[src/rtl/autoconfig_master.sv]
// rtl/autoconfig_master.sv - Zorro II autoconfig probe/configure bus master
// Build option: define AUTOCONFIG_SHUTUP_EN to shut up 8MB boards (size code 000)
// with a single $E8004C write instead of assigning them a base address.

module autoconfig_master #(
   parameter int unsigned WAIT_CLKS = 4,
   parameter logic [7:0]  BASE_HI   = 8'h20
) (
   input  logic        cpu_clk,
   input  logic        cpu_nreset,
   input  logic        start,
   output logic        busy,
   output logic        done,
   output logic [22:0] cpu_a,
   output logic        cpu_nas,
   output logic        cpu_nuds,
   output logic        cpu_nlds,
   output logic        cpu_rnw,
   output logic [3:0]  cpu_d_out,
   output logic        cpu_d_oe,
   input  logic [3:0]  cpu_d_in,
   output logic [7:0]  cfg_type,
   output logic [7:0]  cfg_product,
   output logic [15:0] cfg_manuf,
   output logic        cfg_valid,
   output logic        cfg_absent
);

   typedef enum logic [2:0] {IDLE, SETUP, STROBE, HOLD, RELEASE, GAP} state_t;

   // HOLD exit counts: a read samples on the clock before release; a write
   // spends its first HOLD clock lowering cpu_nuds, then holds WAIT_CLKS.
   localparam logic [3:0] READ_LAST  = 4'(WAIT_CLKS - 2);
   localparam logic [3:0] WRITE_LAST = 4'(WAIT_CLKS - 1);

   state_t      state, state_nxt;
   logic [3:0]  step, step_nxt;
   logic [3:0]  cnt, cnt_nxt;
   logic        armed;
   logic        busy_nxt, done_nxt;
   logic [22:0] cpu_a_nxt;
   logic        nas_nxt, nuds_nxt, nlds_nxt, rnw_nxt;
   logic [3:0]  d_out_nxt;
   logic        d_oe_nxt;
   logic [7:0]  type_nxt, product_nxt;
   logic [15:0] manuf_nxt;
   logic        valid_nxt, absent_nxt;

   logic        shut;
   logic        step_write;
   logic        last_step;
   logic [6:0]  step_woff;
   logic [3:0]  step_wdata;

`ifdef AUTOCONFIG_SHUTUP_EN
   assign shut = (cfg_type[2:0] == 3'b000);
`else
   assign shut = 1'b0;
`endif

   // Steps 0..7 are the register reads, 8 and 9 the base-address writes.
   assign step_write = step[3];
   assign last_step  = (step == 4'd9) || ((step == 4'd8) && shut);
   assign step_wdata = (step == 4'd8) ? (shut ? 4'h0 : BASE_HI[3:0]) : BASE_HI[7:4];

   // Word offset (A7..A1) inside the $E80000 autoconfig window for each step.
   always_comb begin
      step_woff = 7'h24;
      case (step)
         4'd0:    step_woff = 7'h00;
         4'd1:    step_woff = 7'h01;
         4'd2:    step_woff = 7'h02;
         4'd3:    step_woff = 7'h03;
         4'd4:    step_woff = 7'h08;
         4'd5:    step_woff = 7'h09;
         4'd6:    step_woff = 7'h0A;
         4'd7:    step_woff = 7'h0B;
         4'd8:    step_woff = shut ? 7'h26 : 7'h25;
         default: step_woff = 7'h24;
      endcase
   end

   // State register plus every registered bus and config output.
   always_ff @(posedge cpu_clk or negedge cpu_nreset) begin
      if (!cpu_nreset) begin
         state       <= IDLE;
         step        <= 4'd0;
         cnt         <= 4'd0;
         armed       <= 1'b0;
         busy        <= 1'b0;
         done        <= 1'b0;
         cpu_a       <= 23'd0;
         cpu_nas     <= 1'b1;
         cpu_nuds    <= 1'b1;
         cpu_nlds    <= 1'b1;
         cpu_rnw     <= 1'b1;
         cpu_d_out   <= 4'd0;
         cpu_d_oe    <= 1'b0;
         cfg_type    <= 8'd0;
         cfg_product <= 8'd0;
         cfg_manuf   <= 16'd0;
         cfg_valid   <= 1'b0;
         cfg_absent  <= 1'b0;
      end else begin
         state       <= state_nxt;
         step        <= step_nxt;
         cnt         <= cnt_nxt;
         armed       <= 1'b1;
         busy        <= busy_nxt;
         done        <= done_nxt;
         cpu_a       <= cpu_a_nxt;
         cpu_nas     <= nas_nxt;
         cpu_nuds    <= nuds_nxt;
         cpu_nlds    <= nlds_nxt;
         cpu_rnw     <= rnw_nxt;
         cpu_d_out   <= d_out_nxt;
         cpu_d_oe    <= d_oe_nxt;
         cfg_type    <= type_nxt;
         cfg_product <= product_nxt;
         cfg_manuf   <= manuf_nxt;
         cfg_valid   <= valid_nxt;
         cfg_absent  <= absent_nxt;
      end
   end

   // Next-state and next-output logic; everything holds unless a state moves it.
   always_comb begin
      state_nxt   = state;
      step_nxt    = step;
      cnt_nxt     = cnt;
      busy_nxt    = busy;
      done_nxt    = 1'b0;
      cpu_a_nxt   = cpu_a;
      nas_nxt     = cpu_nas;
      nuds_nxt    = cpu_nuds;
      nlds_nxt    = cpu_nlds;
      rnw_nxt     = cpu_rnw;
      d_out_nxt   = cpu_d_out;
      d_oe_nxt    = cpu_d_oe;
      type_nxt    = cfg_type;
      product_nxt = cfg_product;
      manuf_nxt   = cfg_manuf;
      valid_nxt   = cfg_valid;
      absent_nxt  = cfg_absent;

      case (state)
         IDLE: begin
            // armed delays the first accepted start to the second edge after
            // reset; a start coinciding with done is dropped.
            if (start && armed && !done) begin
               state_nxt = SETUP;
               step_nxt  = 4'd0;
               busy_nxt  = 1'b1;
            end
         end

         SETUP: begin
            cpu_a_nxt = {8'hE8, 8'h00, step_woff};
            rnw_nxt   = !step_write;
            if (step_write) begin
               d_out_nxt = step_wdata;
               d_oe_nxt  = 1'b1;
            end
            state_nxt = STROBE;
         end

         STROBE: begin
            nas_nxt = 1'b0;
            if (!step_write) begin
               nuds_nxt = 1'b0;
               nlds_nxt = 1'b0;
            end
            cnt_nxt   = 4'd0;
            state_nxt = HOLD;
         end

         HOLD: begin
            cnt_nxt = cnt + 4'd1;
            if (step_write) begin
               nuds_nxt = 1'b0;
               if (cnt == WRITE_LAST) state_nxt = RELEASE;
            end else if (cnt == READ_LAST) begin
               state_nxt = RELEASE;
               case (step)
                  4'd0:    type_nxt[7:4]     = cpu_d_in;
                  4'd1:    type_nxt[3:0]     = cpu_d_in;
                  4'd2:    product_nxt[7:4]  = ~cpu_d_in;
                  4'd3:    product_nxt[3:0]  = ~cpu_d_in;
                  4'd4:    manuf_nxt[15:12]  = ~cpu_d_in;
                  4'd5:    manuf_nxt[11:8]   = ~cpu_d_in;
                  4'd6:    manuf_nxt[7:4]    = ~cpu_d_in;
                  4'd7:    manuf_nxt[3:0]    = ~cpu_d_in;
                  default: ;
               endcase
            end
         end

         RELEASE: begin
            nas_nxt   = 1'b1;
            nuds_nxt  = 1'b1;
            nlds_nxt  = 1'b1;
            state_nxt = GAP;
         end

         GAP: begin
            d_oe_nxt = 1'b0;
            if ((step == 4'd1) && (cfg_type == 8'hFF)) begin
               // Floating bus on both type nibbles: nothing in the slot.
               absent_nxt = 1'b1;
               valid_nxt  = 1'b0;
               state_nxt  = IDLE;
               busy_nxt   = 1'b0;
               done_nxt   = 1'b1;
               rnw_nxt    = 1'b1;
            end else if (last_step) begin
               valid_nxt  = !shut;
               absent_nxt = 1'b0;
               state_nxt  = IDLE;
               busy_nxt   = 1'b0;
               done_nxt   = 1'b1;
               rnw_nxt    = 1'b1;
            end else begin
               step_nxt  = step + 4'd1;
               state_nxt = SETUP;
            end
         end

         default: state_nxt = IDLE;
      endcase
   end

endmodule

[config.mk]
export PLATFORM = sky130hd
export DESIGN_NAME = autoconfig_master
export DESIGN_NICKNAME = d
export VERILOG_FILES = /design/src/rtl/autoconfig_master.sv
export SDC_FILE = /design/constraint.sdc
export NUM_CORES = 1
export LEC_CHECK = 0
export ABC_AREA = 1
export CAP_MARGIN = 20
export CORE_ASPECT_RATIO = 0.7
export CORE_MARGIN = 2
export CORE_UTILIZATION = 50
export CTS_BUF_LIST = sky130_fd_sc_hd__clkbuf_8
export CTS_CLUSTER_SIZE = 14
export DETAILED_ROUTE_END_ITERATION = 10
export PLACE_DENSITY = 0.88
export SETUP_SLACK_MARGIN = 0.05
export SLEW_MARGIN = 10
export SYNTH_ARGS = -nofsm -noshare
export SYNTH_HDL_FRONTEND = slang
export SYNTH_SLANG_ARGS = --single-unit
[constraint.sdc]
create_clock -name cpu_clk -period 1.6 [get_ports cpu_clk]
set_input_delay 0.48 -clock cpu_clk [delete_from_list [all_inputs] [get_ports cpu_clk]]
set_output_delay 0.48 -clock cpu_clk [all_outputs]
set_load 0.02 [all_outputs]
**Run 1: metal layers overlaid**

Scale: 4 px per micron. Two of the layers only.
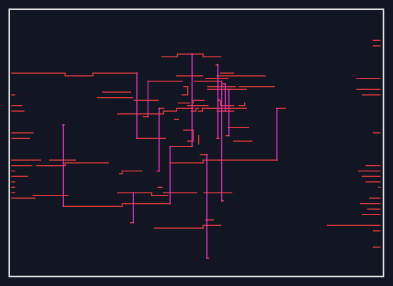
Magenta shows metal 4, wire length 212 microns. Red shows metal 3, wire length 493 microns.

**Run 1: power grid**

Scale: 4 px per micron. Pins as bars on the die edge.
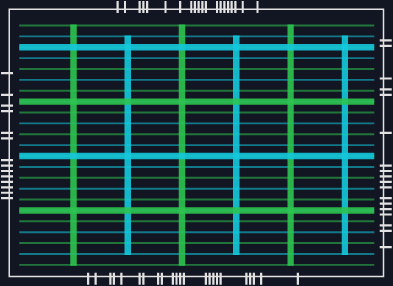
Green shows VSS. Cyan shows VDD.
4 straps on met5. The core has 22 rows. 75 signal pins sit on the boundary. 6 straps on met4.

**Run 1: cell placement**

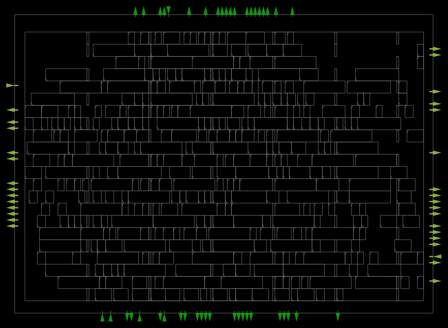
number of fill cells in the layout: 383
non-filler cells, final: 468

**Run 1: cells colored by class**

Scale: 3 px per micron. Fill, decap, tap and diode cells in gray.
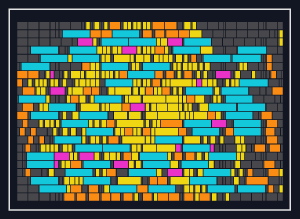
Magenta shows clock drivers and dummy loads, cells 16, share of their area 4.7%. Cyan shows flops, cells 59, share of their area 40%. Yellow shows combinational and other logic, cells 240, share of their area 36%. Orange shows other buffers and delay cells, cells 81, share of their area 19%.
CORE AREA: 0.00531 sq mm
finished layout cell area: 0.00376 sq mm

==> flow_summary.yaml, run 1 <==
# flow metrics
worst_setup_path:
  cpMaxStageDelayCell: "sky130_fd_sc_hd__dfrtp_1"
  worstSetupPathType: "reg -> out"
  reg2reg_depth: 7
  timing.critical_path.to: "cfg_product[1]"
  worst-path-stages: 1
  timing.critical_path.fanout_max: 2
  critical-path-max-stage-delay_ns: 0.41
  timing.rr.start: "cnt[0]"
  worstPathArrival_ns: 1.09
  timing.critical_path.buf_inv: 1
  timing.critical_path.from: "cfg_product[1]"
  worst_setup_path_start_kind: "register"
  critPathTopFamily: "flip-flops"
  critical_path.endpoint_type: "output port"
  crit_path_cell_trace: "dlygate4sd2_1"
  timing.critical_path.required_ns: 1.12
  regToRegSetupSlack_ns: 0.04
  reg2reg_to: "cfg_product[1]"
logic_synthesis:
  post_synth_most_frequent_cells: "sky130_fd_sc_hd__nand2_1 (82), sky130_fd_sc_hd__dfrtp_1 (55), sky130_fd_sc_hd__o21ai_0 (30)"
  yosys_register_bits: 59
  post_synth_main_area_contributors: "sky130_fd_sc_hd__dfrtp_1 (49%), sky130_fd_sc_hd__nand2_1 (11%), sky130_fd_sc_hd__buf_4 (5.7%)"
  post-synth-top-area-cell: "sky130_fd_sc_hd__dfrtp_1"
  mappedNetlistArea_sq_mm: 0.00278
  postSynthAreaPerCell_sq_um: 9.10
  yosys.cell_count.top_type: "sky130_fd_sc_hd__nand2_1"
  synth.top_cell.area_share_pct: 49.4
  synth-warning-count: 0
  synth_cell_type_count: 28
  yosysSeqAreaShare_pct: 53.2
  synth_cells: 306
  edf_count: 0
  yosys_most_used_dff: "sky130_fd_sc_hd__dfrtp_1"
  yosys-stat-area_sq_mm: 0.00278
  ys_async_sr_fraction_pct: 100
  ys_cells: 306
sta:
  finalHoldViolCount: 0
  finalCritPeriodShare_pct: 98.4
  min_period_ns: 1.57
  finClkSkew_ns: 0.00857
  setup-violations-final: 0
  rsz0062_at_grt: "yes"
  slew_violations: 0
  max_freq_mhz: 635
min_path:
  hold_class: "in -> async"
grt:
  gr-usage-all-layers_pct: 23.1
  grt_pass1_wl_mm: 10.8
  antenna_found_initial: 0
  grt_pass1_vias: 2252
  grt_max_degree: 60
  grt_remaining_overflow: 0
cts:
  postCtsHoldBufs: 0
  cts_max_level: 3
  cts.sinks: 59
  clock_tree_from_tritoncts: "done"
  clock_path_buffers: 2
  cts.reportedPaths.clkPinSlew_ns: 0.07
  clockRootBuffer: "sky130_fd_sc_hd__clkbuf_8"
  cts.repair.resized: 79
  clock_insertion_delay_worst_skew_ns: 0.35
  post_cts.repair.setup_buffers: 0
  number_of_buffers_inserted_during_clock_tree_synthesis: 9
routing:
  dr.first_iter.drc_count: 208
  detailed_route_wire_length_mm: 7.48
  detail-route-antenna-nets: 0
  detail_route.drc_violations: 0
  wl_per_cell_microns: 16.0
  avgViaCountPerCell: 5.23
  dr_total_vias: 2447
  detail_route.first_pass.iterations: 5
final_layout:
  diodes: 0
  multi_input_gate_area_sq_mm: 0.00121
  final_common_cell: "sky130_fd_sc_hd__nand2_1"
  finish.utilization_pct: 70.7
  nets: 404
  area_growth_pct: 35.0
  mostFrequentLayoutCells: "sky130_fd_sc_hd__nand2_1 (80), sky130_fd_sc_hd__dfrtp_1 (54), sky130_fd_sc_hd__o21ai_0 (30), sky130_fd_sc_hd__inv_1 (24), sky130_fd_sc_hd__buf_4 (22)"
  post_route_cells_drive_above_1_share_pct: 24.0
  final-seq-area_sq_mm: 0.00148
floorplanning:
  die_w_microns: 93.2
  design.portCount: 75
  die_area_sq_mm: 0.00619
  rows: 22
  fp_util_pct: 52.4
  die_height_microns: 66.4
power_and_ir_drop:
  max-vdd-ir-drop_mv: 0.775
  power-per-cell-area_mw_per_mm2: 782
  finalPower_uw: 2940
  leakagePower_uw: 0.00202
status:
  status: "finished, final reports clean"
placement:
  place.port_buffers: 57
  detailedPlacementHpwl_mm: 4.59
  gpl.final_weighted_congestion: 0.832
run:
  openroad.warnings: 31
  timing.max_cap.violations: 0
-- run 1: report_power, final --
group | internal, uW | leakage (uW) | switching, uW
logic | 54.9 | 0.00126 | 135
registers | 1520 | 0.000659 | 17.3
clock network | 624 | 0.000103 | 585
total | 2200 | 0.00202 | 738
-- run 1: logic make-up (layout without fill, tap and decap cells) --
kind of cell | after synthesis | after routing | share of synthesized area, %
buffers and inverters | 49 | 123 | 9.62
adders and majority gates | 6 | 6 | 2.70
DFF | 59 | 59 | 53.2
AOI/OAI and AO/OA | 45 | 45 | 8.18
other | 2 | 18 | 0.270
and+or+nand+nor | 141 | 141 | 24.8
xor gates and xnor gates | 4 | 4 | 1.26
-- run 1: layout make-up --
cell class	instances	share of cell area, %
timing repair buffer	81	18.4
tap	72	2.40
clock buffer	11	4.03
clock inverter	5	0.566
inverter	26	2.76
multi-input combinational	214	32.3
sequential	59	39.5
-- run 1: flip-flops by register name, indices dropped and copies added (netlist names), 3 cells and up --
register and count:
cfg_type 8, state 3, cnt 4, cfg_manuf 16, step 4, cpu_a 5
cfg_product 8
-- run 1: metrics by stage --
stage | hold WS (ns) | TNS (ns) | instance area (sq um) | setup WS [ns] | std cells
final | 0.128 | 0 | 3760 | 0.0254 | 468
after CTS | 0.137 | 0 | 3510 | 0.0511 | 451
after global routing | 0.151 | -0.192 | 3760 | -0.0394 | 468
after detailed placement | 0.455 | 0 | 3400 | 0.0174 | 435
after global placement | 0.453 | 0 | 3400 | 0.0185 | 435
after floorplan | 0.184 | 0 | 2840 | 0.186 | 322
-- run 1: metal layers --
metal | global-route usage, % | part of all wire, % | vias up
li1 | - | - | 1115
met1 | 31.4 | 44 | 1178
met2 | 34.1 | 47 | 127
met3 | 7.53 | 6.6 | 27
met4 | 9.74 | 2.8 | 0
met5 | 0 | 0 | -
==> run 1 -> run 2 <==
- CTS_CLUSTER_SIZE: 14 -> 30
**Run 2: power grid**

Scale: 4 px per micron. Pins as bars on the die edge.
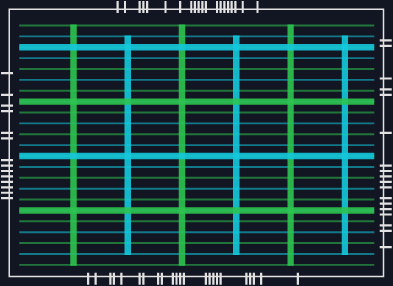
Green shows VSS. Cyan shows VDD.
4 straps on met5. The core has 22 rows.
Die Y-Extent: 66.4 microns
horizontal die size: 93.2 microns
worst-case vdd ir drop: 0.775 mV

**Run 2: cell placement**

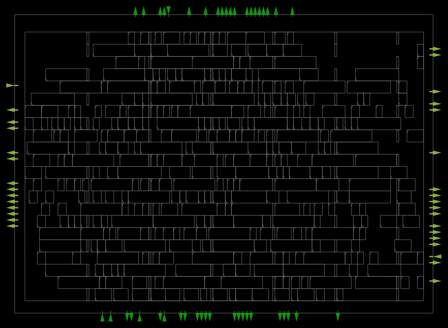
FF+latch count: 59
std cell rows: 22
number of well-tap cells placed: 72
final core occ: 70.7%
sequential fraction of total cell area: 39.5%

**Run 2: cells colored by class**

Scale: 3 px per micron. Fill, decap, tap and diode cells in gray.
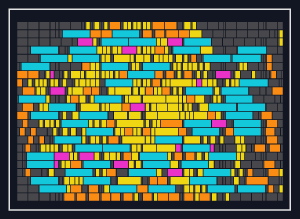
Orange shows other buffers and delay cells, cells 81, share of their area 19%. Yellow shows combinational and other logic, cells 240, share of their area 36%. Cyan shows flops, cells 59, share of their area 40%. Magenta shows clock drivers and dummy loads, cells 16, share of their area 4.7%.

==> run 2 against run 1 <==
Compared with the run above: clock-buffer cell count unchanged; combinational power barely moved; area after synthesis is the same; maximum frequency stayed put; power unchanged; critical path type unchanged; die area did not move; largest power group unchanged.
==> flow_summary.yaml, run 2 <==
# flow metrics
placement:
  detailedPlacementHpwl_mm: 4.59
  place.port_buffers: 57
  gpl.final_weighted_congestion: 0.832
  standard_cell_area_after_detailed_placement_sq_mm: 0.00340
final_layout:
  most_flops_register: "cfg_manuf"
  stdcell_area_sq_mm: 0.00376
  diodes: 0
  largest_register_ffs: 16
  final_common_cell: "sky130_fd_sc_hd__nand2_1"
  biggestRegsByFlops: "cfg_manuf: 16 flops, cfg_product: 8 flops, cfg_type: 8 flops"
  post_route_cells_drive_above_1_share_pct: 24.0
  area_growth_pct: 35.0
  mostFrequentLayoutCells: "sky130_fd_sc_hd__nand2_1 (80), sky130_fd_sc_hd__dfrtp_1 (54), sky130_fd_sc_hd__o21ai_0 (30), sky130_fd_sc_hd__inv_1 (24), sky130_fd_sc_hd__buf_4 (22)"
  nets: 404
sta:
  setup-violations-final: 0
  max_freq_mhz: 635
  finClkSkew_ns: 0.00857
  rsz0062_at_grt: "yes"
  finalCritPeriodShare_pct: 98.4
  fin_hold_ws_ns: 0.128
  min_period_ns: 1.57
  finalHoldViolCount: 0
  slew_violations: 0
worst_setup_path:
  timing.critical_path.buf_inv: 1
  worstSetupPathType: "reg -> out"
  critPathTopFamily: "flip-flops"
  timing.rr.start: "cnt[0]"
  regToRegSetupSlack_ns: 0.04
  worstPathArrival_ns: 1.09
  critical-path-max-stage-delay_ns: 0.41
  timing.critical_path.from: "cfg_product[1]"
  reg2reg_to: "cfg_product[1]"
  cpMaxStageDelayCell: "sky130_fd_sc_hd__dfrtp_1"
  timing.critical_path.required_ns: 1.12
  worst_setup_path_start_kind: "register"
  timing.critical_path.fanout_max: 2
  crit_path_cell_trace: "dlygate4sd2_1"
  reg2reg_depth: 7
  critical_path.endpoint_type: "output port"
logic_synthesis:
  ys_cells: 306
  yosys_register_bits: 59
  yosysSeqAreaShare_pct: 53.2
  yosys.cell_count.top_type: "sky130_fd_sc_hd__nand2_1"
  synth_cell_type_count: 28
  postSynthAreaPerCell_sq_um: 9.10
  post_synth_main_area_contributors: "sky130_fd_sc_hd__dfrtp_1 (49%), sky130_fd_sc_hd__nand2_1 (11%), sky130_fd_sc_hd__buf_4 (5.7%)"
  synth_cells: 306
  yosys_most_used_dff: "sky130_fd_sc_hd__dfrtp_1"
  synth-warning-count: 0
  post_synth_most_frequent_cells: "sky130_fd_sc_hd__nand2_1 (82), sky130_fd_sc_hd__dfrtp_1 (55), sky130_fd_sc_hd__o21ai_0 (30)"
  synth.top_cell.area_share_pct: 49.4
  ys_async_sr_fraction_pct: 100
  edf_count: 0
  post-synth-top-area-cell: "sky130_fd_sc_hd__dfrtp_1"
  mappedNetlistArea_sq_mm: 0.00278
  yosys-stat-area_sq_mm: 0.00278
grt:
  gr-usage-all-layers_pct: 23.1
  grt_remaining_overflow: 0
  antenna_found_initial: 0
  grt_max_degree: 60
  grt_pass1_wl_mm: 10.8
  grt_pass1_vias: 2252
power_and_ir_drop:
  share_seq_of_total_power_pct: 52.3
  clock_power_share_pct: 41.2
  p_sw_share_pct: 25.1
  leakagePower_uw: 0.00202
  powerComb_uw: 190
  power-per-cell-area_mw_per_mm2: 782
  power_leader: "sequential cells"
  combPwrFrac_pct: 6.5
  seq_power_uw: 1540
  netSwitchingPower_uw: 738
  intPower_uw: 2200
  p_clk_uw: 1210
min_path:
  hold_class: "in -> async"
routing:
  detail_route.first_pass.iterations: 5
  avgViaCountPerCell: 5.23
  dr_total_vias: 2447
  detail_route.drc_violations: 0
  detail-route-antenna-nets: 0
  dr.first_iter.drc_count: 208
  wl_per_cell_microns: 16.0
  detailed_route_wire_length_mm: 7.48
floorplanning:
  fp_util_pct: 52.4
  die_area_sq_mm: 0.00619
  fp.coreArea_sq_mm: 0.00531
  design.portCount: 75
cts:
  clockRootBuffer: "sky130_fd_sc_hd__clkbuf_8"
  cts.reportedPaths.clkPinSlew_ns: 0.07
  postCtsHoldBufs: 0
  clock_path_buffers: 2
  clock_tree_from_tritoncts: "done"
  cts_max_level: 3
  cts.sinks: 59
  number_of_buffers_inserted_during_clock_tree_synthesis: 9
  clock_insertion_delay_worst_skew_ns: 0.35
run:
  timing.max_cap.violations: 0
  openroad.warnings: 31
status:
  status: "finished, final reports clean"
[run 2: cell counts after synthesis]
Identical to the previous run, type by type.
[run 2: worst max path at each step]
stage	endpoint	slack, ns	cells after the start
floorplan	step[2]	0.19	9
global placement	cpu_rnw	0.02	1
detailed placement	cpu_nas	0.02	1
CTS	cfg_type[1]	0.05	1
global route	cfg_manuf[14]	-0.04	6
finish	cfg_product[1]	0.03	1
[run 2: timing repair]
item / in CTS / in global routing
pin swaps: 0 / 2
setup buffers: 0 / 17
gates resized: 79 / 58
setup endpoints to repair: 51 / 76
[run 2: area by class of cell]
class                      count  area [sq um]
clock buffer                  11           151
clock inverter                 5          21.3
fill                         383          1560
inverter                      26           104
multi-input combinational    214          1210
sequential                    59          1480
tap                           72          90.1
timing repair buffer          81           693
[run 2: kinds of logic (layout without fill, tap and decap cells)]
kind of cell,count (synthesis),after routing,synth area share (%)
flops,59,59,53.2
xor+xnor,4,4,1.26
simple gates,141,141,24.8
other cells,2,18,0.270
compound gates,45,45,8.18
fa+ha+maj,6,6,2.70
buf+inv,49,123,9.62
[run 2: per-stage QoR]
| step | power (uW) | util, % | setup WS (ns) | TNS, ns | cells |
|---|---|---|---|---|---|
| finish | 2940 | 70.7 | 0.0254 | 0 | 468 |
| detailed placement | 1770 | 63.9 | 0.0174 | 0 | 435 |
| global placement | 1760 | 63.9 | 0.0185 | 0 | 435 |
| floorplan | 1680 | - | 0.186 | 0 | 322 |
| global route | 3040 | 70.7 | -0.0394 | -0.192 | 468 |
| CTS | 2920 | 66.1 | 0.0511 | 0 | 451 |
[run 2: layer usage]
metal	global-route usage (%)	wire, microns	share of wire [%]
met3	7.53	493	6.6
met4	9.74	211	2.8
met5	0	0	0
met2	34.1	3510	47
met1	31.4	3260	44
Power figures rest on the tool's default switching activity, not on a simulated workload.
